final_clocks.png
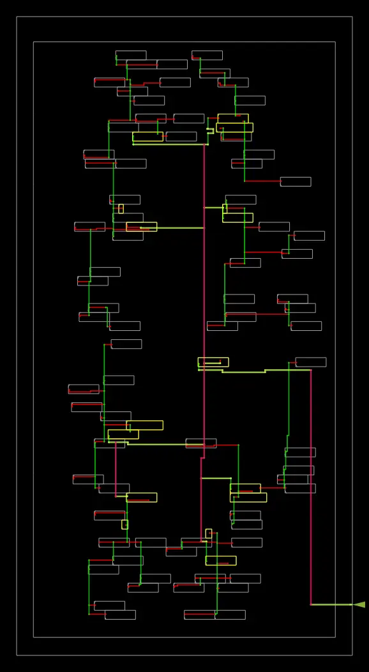
cell_classes.png
Fill, decap, tap and diode cells in grey.
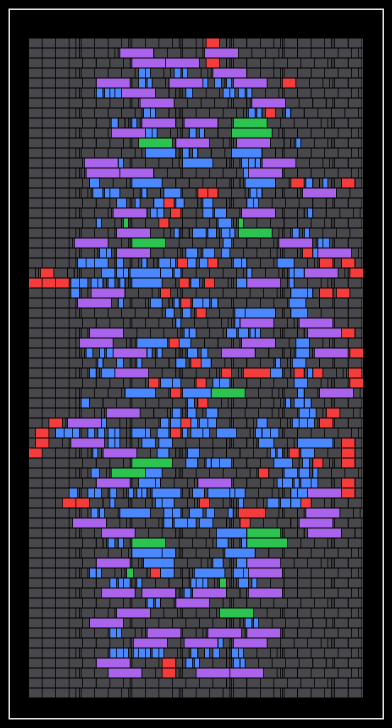
Design tick_timer_sched, sky130hd; sources not shown.
==> results.rst <==
Implementation results
======================

.. list-table::
   :header-rows: 1

   * - Metric
     - Value
   * - Outcome
     - finished, final reports clean
   * - Die Width
     - 101 µm
   * - Hold Crit Depth
     - 2
   * - Max Clock Freq
     - 199 MHz
   * - Critical path depth in cells
     - 16
   * - Pins over their slew limit
     - 0
   * - Number of global-route vias before repair
     - 3458
   * - Tapcells inserted
     - 204
   * - CTS sink cnt
     - 76
   * - TritonCTS clock tree
     - yes
   * - Count of port buffers added during placement
     - 33
   * - Leading cell kind
     - logic gates
   * - Chip area estimate from yosys synthesis
     - 4170 µm²
   * - Share of the synthesized area in the top cell type
     - 45.6%
   * - Data arrival time of the worst path
     - 5.26 ns
   * - Cell with the biggest individual delay on the critical path
     - sky130_fd_sc_hd__mux4_2
   * - Number of signal-net inverters in the final layout
     - 13
   * - Compound-gate portion of the synthesized area
     - 15.5%
   * - Top-level port count
     - 34
   * - Clock buffer instance count of the final layout
     - 11
   * - Final worst-path setup slack
     - 0.280 ns
   * - Buffers inserted by post-CTS timing repair
     - 0
   * - Final-layout fill cell count
     - 1742
   * - Overall die height
     - 193 µm
   * - Max reg flops
     - 64
   * - CP required
     - 5.54 ns
   * - Number of buffers added to fix hold violations after cts
     - 0
   * - Combinational gate area
     - 2130 µm²
   * - Top cell types by occurrence after synthesis
     - sky130_fd_sc_hd__dfrtp_1 (76), sky130_fd_sc_hd__nand2_1 (74), sky130_fd_sc_hd__o21ai_0 (58)
   * - Routed wire length
     - 12300 µm
   * - Final ANT Viol Nets
     - 0
   * - Simple Share, Synth
     - 18.0%
   * - Net count of the mapped netlist
     - 450
   * - Internal power
     - 2.24 mW
   * - Largest net degree at the start of global routing
     - 64
   * - Logic share of the area
     - 40.3%
   * - Setup slack, reg-to-reg
     - 0.89 ns
   * - Fraction of power spent switching nets
     - 43.0%
   * - Clock network fraction of total power
     - 17.8%
   * - Leading cell type in the layout, fill and taps excluded
     - sky130_fd_sc_hd__dfrtp_1
   * - Synth area leaders
     - sky130_fd_sc_hd__dfrtp_1 (46%), sky130_fd_sc_hd__mux4_2 (8.6%), sky130_fd_sc_hd__o21ai_0 (7.0%)
   * - Cell count after placement
     - 664
   * - Number of max-cap violations
     - 0
   * - Number of non-filler instances in the completed layout
     - 680
   * - Post-Synthesis Cells
     - 420
   * - Footprint of the flip-flops and latches
     - 1900 µm²
   * - Most frequent cells in the layout
     - sky130_fd_sc_hd__dfrtp_1 (76), sky130_fd_sc_hd__nand2_1 (74), sky130_fd_sc_hd__o21ai_0 (56), sky130_fd_sc_hd__clkdlybuf4s50_1 (33), sky130_fd_sc_hd__buf_4 (32)
   * - Final worst hold slack
     - 0.476 ns
   * - Critical Path, Cell by Cell
     - clkdlybuf4s50_1 > inv_1 > o21ai_2 > buf_4 > mux4_2 > inv_1 > ha_1 > and4b_1 > nor2_1 > xnor2_1 > or4_1 > a311oi_2 > nand3b_1 > o221a_1 > or4b_4 > o31ai_1
   * - # DRC
     - 0
   * - Multi-input combinational cell count
     - 304
   * - Cell mode on critical path
     - sky130_fd_sc_hd__inv_1
   * - Synth-to-layout area growth
     - 26.7%
   * - Congestion Overflow GR
     - 0
   * - Highest ir drop seen on vdd
     - 0.254 mV
   * - Number of sequential storage elements
     - 76
   * - Synth Area per Inst
     - 9.92 µm²
   * - Area share of buffers outside the clock network
     - 11.6%
   * - Final setup violation count
     - 0
   * - Category of the critical setup timing path
     - primary input to register
   * - Main logic family after synthesis
     - simple AND/OR/NAND/NOR gates
   * - Reported leakage power
     - 2.25 nW
   * - Hold Violations, Final
     - 0
   * - Warning count from the yosys run
     - 6
   * - Share of post-route cells with drive strength above 1
     - 16.8%
   * - MUX share of area
     - 12.6%
   * - Number of buffers on the longest clock path
     - 2
   * - XOR Share, Synth
     - 2.31%
   * - Number of vias per cell after detailed routing
     - 4.82
   * - CTS buffer count
     - 9
   * - Crit-path max cell delay
     - 0.57 ns
   * - Number of antenna diodes
     - 0
   * - Setup repair after global routing missed its margin
     - no
   * - Gp weighted congestion
     - 0.815
   * - Power density of the placed cells
     - 745 nW/µm²
   * - Number of antenna violations at the first check in global routing
     - 0
   * - Number of H-tree levels
     - 3
   * - Vias post-DR
     - 3279
   * - Total standard cell area after synthesis
     - 4170 µm²
   * - CP max FO
     - 9
   * - Share of flip-flops with an asynchronous set or reset
     - 100%
   * - Clk tree area frac
     - 6.30%
   * - Remaining max-slew budget at the tightest pin
     - 44.2%
   * - Synth Seq Share
     - 45.6%
   * - GRT Overall Usage
     - 13.3%
   * - Crit path launch type
     - primary input
   * - Root buffer cell
     - sky130_fd_sc_hd__clkbuf_16
   * - EDFF count, synth
     - 0
   * - Main flop type after synthesis
     - sky130_fd_sc_hd__dfrtp_1
   * - Post-CTS clock slew at the launch and capture registers of the worst setup and hold paths
     - 0.06 ns
   * - Drt wl/cell
     - 18.1 µm
   * - Buffers & Inverters on Critical Path
     - 4
   * - Final cycle utilization of the critical path
     - 94.7%
   * - Chip Footprint
     - 19500 µm²
   * - Total tool warning count
     - 30
   * - Worst Setup Slack post-DPL
     - -0.176 ns
   * - Plain + repair buffers
     - 67
   * - Number of cells upsized or downsized after cts
     - 0
   * - Combinational share of power
     - 57.4%
   * - Adder-Cell Fraction of Synth Area
     - 1.80%
   * - First-pass GRT wire length
     - 19100 µm
   * - Actual transition at the worst max-transition pin
     - 0.837 ns
   * - Pre-placement core utilization
     - 25.5%
   * - Sequential share of power
     - 24.8%
   * - Switch Pwr
     - 1.69 mW
   * - Final Total Pwr
     - 3.93 mW
   * - Kind of capture point of the worst setup path
     - register
   * - Detailed Routing Iterations Pass 1
     - 4
   * - Final net count
     - 501
   * - Synth top cell by count
     - sky130_fd_sc_hd__dfrtp_1
   * - Final HPWL from detailed placement
     - 9480 µm
   * - Library cell occupying the most area in the post-synthesis netlist
     - sky130_fd_sc_hd__dfrtp_1
   * - Delay-heaviest family, CP
     - simple AND/OR/NAND/NOR gates
   * - Distinct lib cells used
     - 48
   * - Hold/Removal Path Class
     - register to register
   * - Initial DRC count
     - 120
Back to the opening pictures, final_clocks.png:
Fin Clk Skew: 0.00550 ns
clock latency reported for the late side of the worst-skew pair: 0.34 ns

Back to the opening pictures, cell_classes.png:
| class | colour | cells | share of their area |
|---|---|---|---|
| clock drivers and dummy loads | green | 16 | 6.6% |
| all other logic | blue | 317 | 43% |
| flip-flops | purple | 76 | 38% |
| other buffers and delay cells | red | 67 | 12% |
Core Footprint: 16400 µm²
number of placement rows: 66
sequential share of cell area: 36.0%
final design area excluding fillers: 5280 µm²

==> power groups by stage <==
stage,clock network [mW],registers (mW),logic (mW)
global route,0.741,1.01,2.49
finish,0.699,0.977,2.26
CTS,0.716,0.983,2.26
detailed placement,0,0.992,2.26
floorplan,0,0.954,1.46
global placement,0,0.985,2.25
==> metal layers <==
metal / wire length, µm / GRT usage (%) / vias to the layer above
met5: 0 / 0 / -
met4: 278 / 5.68 / 0
met3: 333 / 2.21 / 15
met2: 7020 / 25.6 / 51
met1: 4660 / 13.7 / 1602
li1: - / - / 1611
==> through the flow <==
stage	setup TNS (ns)	cell area (µm²)	util (%)
floorplan	0	4170	-
global placement	-0.356	4930	30.1
detailed placement	-0.576	4930	30.1
CTS	0	5260	32.2
global route	0	5280	32.3
finish	0	5280	32.3
Power is estimated from default activity; no workload was simulated.
